==> config.mk <==
export PLATFORM = sky130hd
export DESIGN_NAME = mac_nbits_flat
export DESIGN_NICKNAME = d
export VERILOG_FILES = /design/src/rtl/mac_nbits_pkg.sv /design/src/rtl/mac_nbits_if.sv /design/src/rtl/rca_nbits.sv /design/src/rtl/mac_nbits.sv /design/src/flat_wrapper.sv
export SDC_FILE = /design/constraint.sdc
export NUM_CORES = 1
export LEC_CHECK = 0
export ABC_AREA = 1
export CAP_MARGIN = 20
export CORE_UTILIZATION = 40
export CTS_CLUSTER_DIAMETER = 30
export CTS_CLUSTER_SIZE = 8
export DETAILED_ROUTE_END_ITERATION = 6
export PLACE_DENSITY = 0.65
export SYNTH_ARGS = -nofsm -noshare
export SYNTH_HDL_FRONTEND = slang
export SYNTH_SLANG_ARGS = --single-unit
==> constraint.sdc <==
create_clock -name clk -period 17.55 [get_ports clk]
set_input_delay 1.755 -clock clk [delete_from_list [all_inputs] [get_ports clk]]
set_output_delay 1.755 -clock clk [all_outputs]
set_load 0.02 [all_outputs]
Fig. 1: run 1, clock wires, drivers and flops
Scale bar: 20 um.
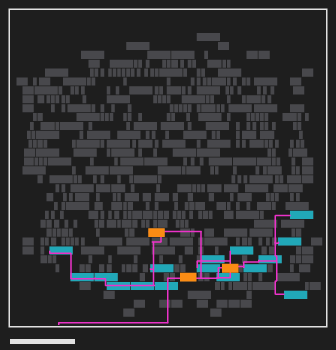
[cyan] flip-flops | count: 16
[magenta] clock wires | length: 235 um
[orange] clock drivers | count: 3
routed clock nets: 4
P_clk: 0.0327 mW
Clk pwr share: 5.5%

Fig. 2: run 1, wiring heat map
The die is cut into 19 by 19 equal tiles; dark blue is low, red is high, scaled to the fullest tile. Values are wire area over tile area, all layers added.
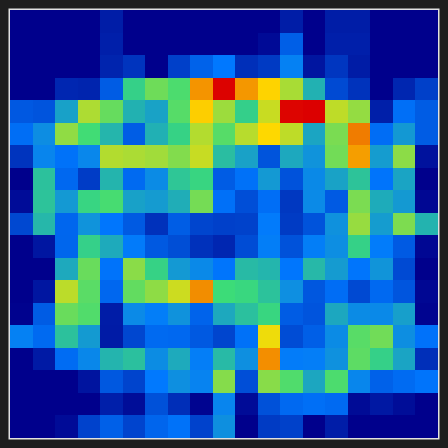
tiles over half the peak: 16%
mean over tiles: 0.11
nearly empty tiles: 19%
fullest tile: 0.43
gr usage total: 14.99%
wire per inst: 10.94 um
final WL: 6608 um
via total after detailed routing: 2770

Fig. 3: run 1, drive-strength map
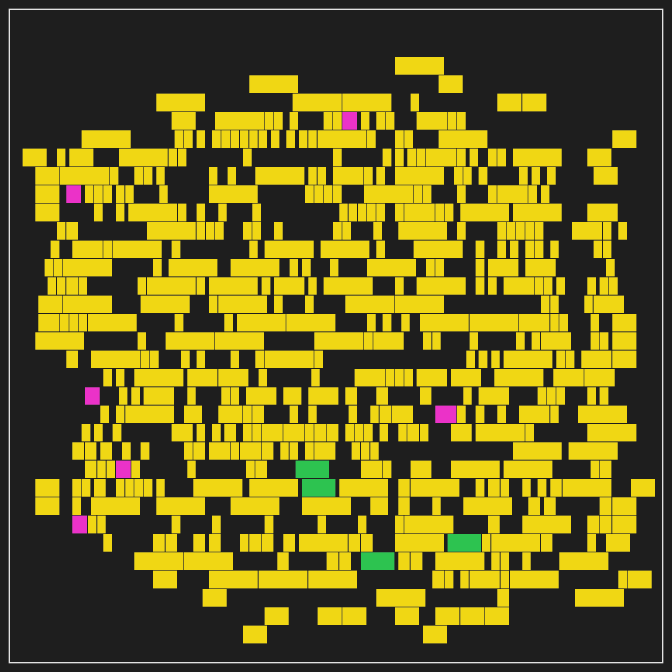
[yellow] _0 and _1 cells | cells: 486
[green] _6 and larger | cells: 4
[magenta] _2 cells | cells: 6
Final WS setup: 7.896 ns
final cell area excluding filler cells: 4045 um^2
number of buffers outside the clock class in the layout: 34
layout-stage area growth over the synthesis result: 12.81%

==> run summary, run 1 <==
This note records the results obtained with Yosys and OpenROAD.

Outcome
The flow ran to the end, and the final reports show no timing, DRC or antenna violations.

Setup path
At the worst endpoint, the required time is 17.70 ns. The worst-case reg-to-reg path depth is 30. Together, buffers and inverters on the worst path number 10.

The worst-path maximum fanout is 8. The critical path runs through a total of 38 cells.

Clock network
Clock-pin slew was measured on the worst setup and hold paths at around 0.060 ns. The number of buffers on the longest clock path is 2. The CTS tree is built.

Global routing
The most used routing layer is met2. The met3 track utilization from global routing is under 10%. The global routing usage on met2 is 26.38%.

The number of antenna violations at the first check in global routing is 0. The total overflow reported by the global router is 0.

Cells and area
After the flow finishes, the layout carries non-filler instances totaling roughly 600. Per the cell usage report, the commonest logic cells after layout are 159 x sky130_fd_sc_hd__inv_1, 91 x sky130_fd_sc_hd__nand2_1, 69 x sky130_fd_sc_hd__fa_1, 34 x sky130_fd_sc_hd__clkdlybuf4s50_1, 30 x sky130_fd_sc_hd__ha_1. The number of combinational gates with multiple inputs is 282. In the final design database the tool counted 615 nets. The non-clock buffer share of cell area is 8.413%. The filler cells instantiated in the layout total about 900. The final report gives the core utilization as a little under half.

Placement
The number of buffers added on ports is 34. The standard cell area after detailed placement is roughly 4000 um^2.

Power
Summed over all combinational cells, the power is between 0.5 and 0.6 mW. The power dissipated by switching net loads is 0.3090 mW. VDD sags by at most between 0.09 and 0.1 mV.

Route
Using the TritonRoute via totals, the vias-per-cell ratio works out to ~4.6. The post-route antenna net violation count is 0. The pre-antenna-repair detailed-routing pass consisted of 4 iterations. The post-route DRC violation count is 0.

After detailed routing, the met3 layer carries about 280 um of wire.

Run
The number of warnings reported in the stage logs is 26. Across the run, the number of max-cap violations was 0.

Die
The tap cell instance count is roughly 110. The overall die width is 96.68 um. According to the I/O placement log, the pin count is 35.

Yosys
Counting instances in the post-synthesis netlist gives the leading cell types as 159 x sky130_fd_sc_hd__inv_1, 91 x sky130_fd_sc_hd__nand2_1, 69 x sky130_fd_sc_hd__fa_1. Among the non-sequential cells, adder cells take the most area. The most used flip-flop cell is sky130_fd_sc_hd__dfxtp_1.

The synthesized instance count is 477. The mapped netlist covers 3586 um^2. The mean cell area of the mapped netlist is 7.518 um^2.

The number of different library cells used by synthesis comes to 22.

Timing
The worst hold margin is 0.5451 ns. The transition time at the pin with the least slew margin is 0.9087 ns. For the finished layout, the period the worst path requires is between 9 and 10 ns.
Fig. 4: run 1, placement view
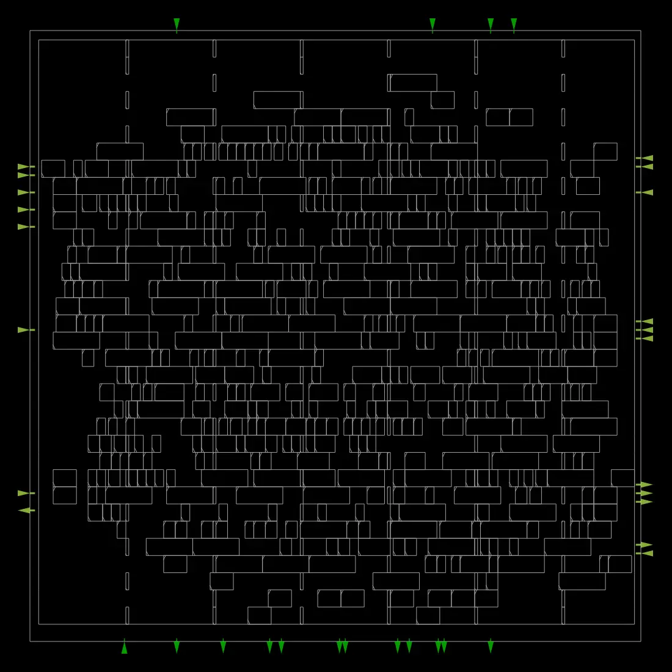

==> run 2: changes to the inputs <==
--- a/config.mk
+++ b/config.mk
@@ -11,7 +11,7 @@
 export CTS_CLUSTER_DIAMETER = 30
 export CTS_CLUSTER_SIZE = 8
 export DETAILED_ROUTE_END_ITERATION = 6
-export PLACE_DENSITY = 0.65
+export PLACE_DENSITY = 0.68
 export SYNTH_ARGS = -nofsm -noshare
 export SYNTH_HDL_FRONTEND = slang
 export SYNTH_SLANG_ARGS = --single-unit
==> constraint.sdc (replaced) <==
create_clock -name clk -period 7.75 [get_ports clk]
set_input_delay 0.775 -clock clk [delete_from_list [all_inputs] [get_ports clk]]
set_output_delay 0.775 -clock clk [all_outputs]
set_load 0.02 [all_outputs]
Fig. 5: run 2, placement view
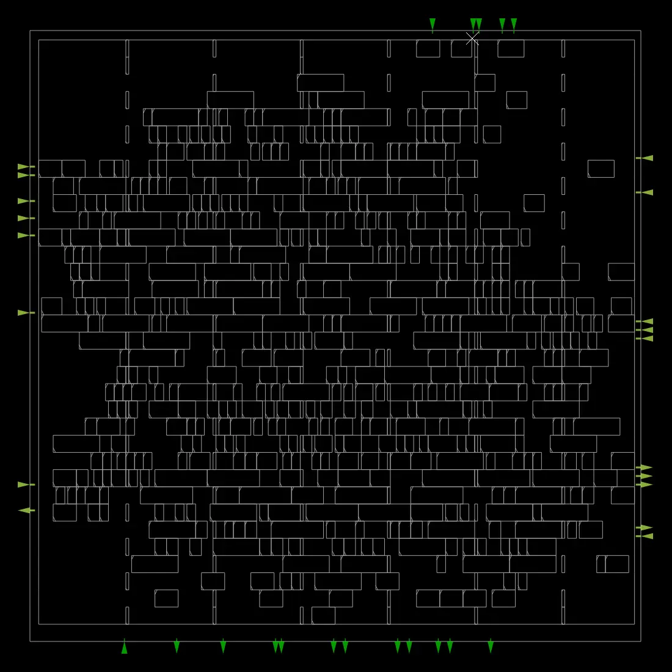
area of the placeable core: 8721 um^2
Tapcell Cnt: 108
count of filler cells inserted in the layout: 842

Fig. 6: run 2, wiring heat map
The die is cut into 19 by 19 equal tiles; dark blue is low, red is high, scaled to the fullest tile. Values are wire area over tile area, all layers added.
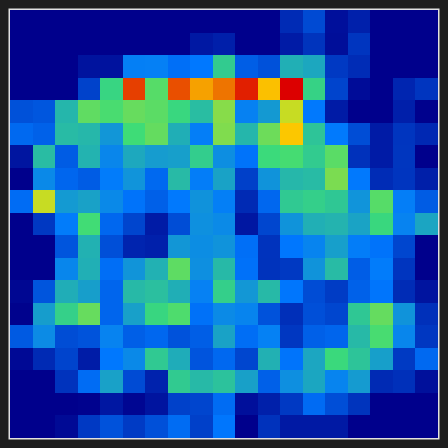
mean over tiles: 0.11
emptiest ninth of the die: north-east
tiles over half the peak: 8.3%
fullest tile: 0.50
final WL: 6785 um
via total after detailed routing: 2873
gr usage total: 15.39%

==> run 2 against run 1 <==
  * The run now ends with design-rule violations left
  * Routed wire length is 2.7% higher
  * Non-clock buffer count is 32 higher
  * Critical path depth unchanged
  * Sequential cell count stayed put
  * Combinational power grew 140%
  * Core utilization up 3.1 points
  * Largest cell class unchanged
  * Clock skew rose by 0.0016 ns
  * Power increased by 140%
  * First-iteration DRC count increased by 3.2%
==> run summary, run 2 <==
This note records the results obtained with Yosys and OpenROAD.

Outcome
The flow ran to the end, but the final reports show violations. The final reports fail on design-rule violations.

Clock network
The number of buffers on the longest clock path is 2 (unchanged). The CTS tree is built.

Power
The maximum VDD drop is 0.2960 mV (+200%). The power dissipated by switching net loads is 0.7157 mW (+130%). The power in combinational cells is 1.21 mW (+140%). The power of the clock network is 0.0750 mW (+130%).

Timing
The transition time at the pin with the least slew margin was 0.8950 ns (-0.01373 ns). The routed design could run at a clock period as short as about 7.7 ns.

Yosys
The mean cell area of the mapped netlist was 7.518 um^2 (unchanged). The dominant kind of combinational cell is adder cells. The cell area after technology mapping came to 3586 um^2 (unchanged). After synthesis, the most frequently instantiated cells are 159 x sky130_fd_sc_hd__inv_1, 91 x sky130_fd_sc_hd__nand2_1, 69 x sky130_fd_sc_hd__fa_1. The most used flip-flop cell is sky130_fd_sc_hd__dfxtp_1.

Cells and area
Leaving out fill and tap cells, the most frequent cells in the layout are 159 x sky130_fd_sc_hd__inv_1, 91 x sky130_fd_sc_hd__nand2_1, 58 x sky130_fd_sc_hd__fa_1, 32 x sky130_fd_sc_hd__buf_4, 29 x sky130_fd_sc_hd__ha_1. The number of nets in the layout was 647 (+5.2%). The non-clock buffer count in the final layout is 66 (+94%). The area growth from synthesis to layout is 20.45%. The non-clock buffer share of cell area is 13.35% (+4.9 points).

The final cell count without fillers came to 636 (+5.3%). The final standard cell area without fillers came to 4319 um^2 (+6.8%). The core utilization of the finished layout was 49.53% (+3.1 points).

Route
The via density per instance is 4.517 (-1.5%). The average detailed-routed wire length per instance is 10.67 um (-2.5%). The post-route DRC violation count was 1 (+1). The sum of met3 wire segment lengths after detailed routing is 259 um (-8.8%).

Setup path
The total number of cells along the worst setup path was 38 (unchanged). The data required time of the worst path is 7.90 ns (-9.80 ns). The worst-case reg-to-reg path depth is 30 (unchanged).

Die
The overall die width is 96.68 um (unchanged).

Global routing
The global routing usage on met2 is 26.33% (-0.054 points). The met3 track utilization from global routing was 1.951% (-0.58 points). The number of antenna violations at the first check in global routing is 0 (unchanged).
Power is estimated from default activity; no workload was simulated.
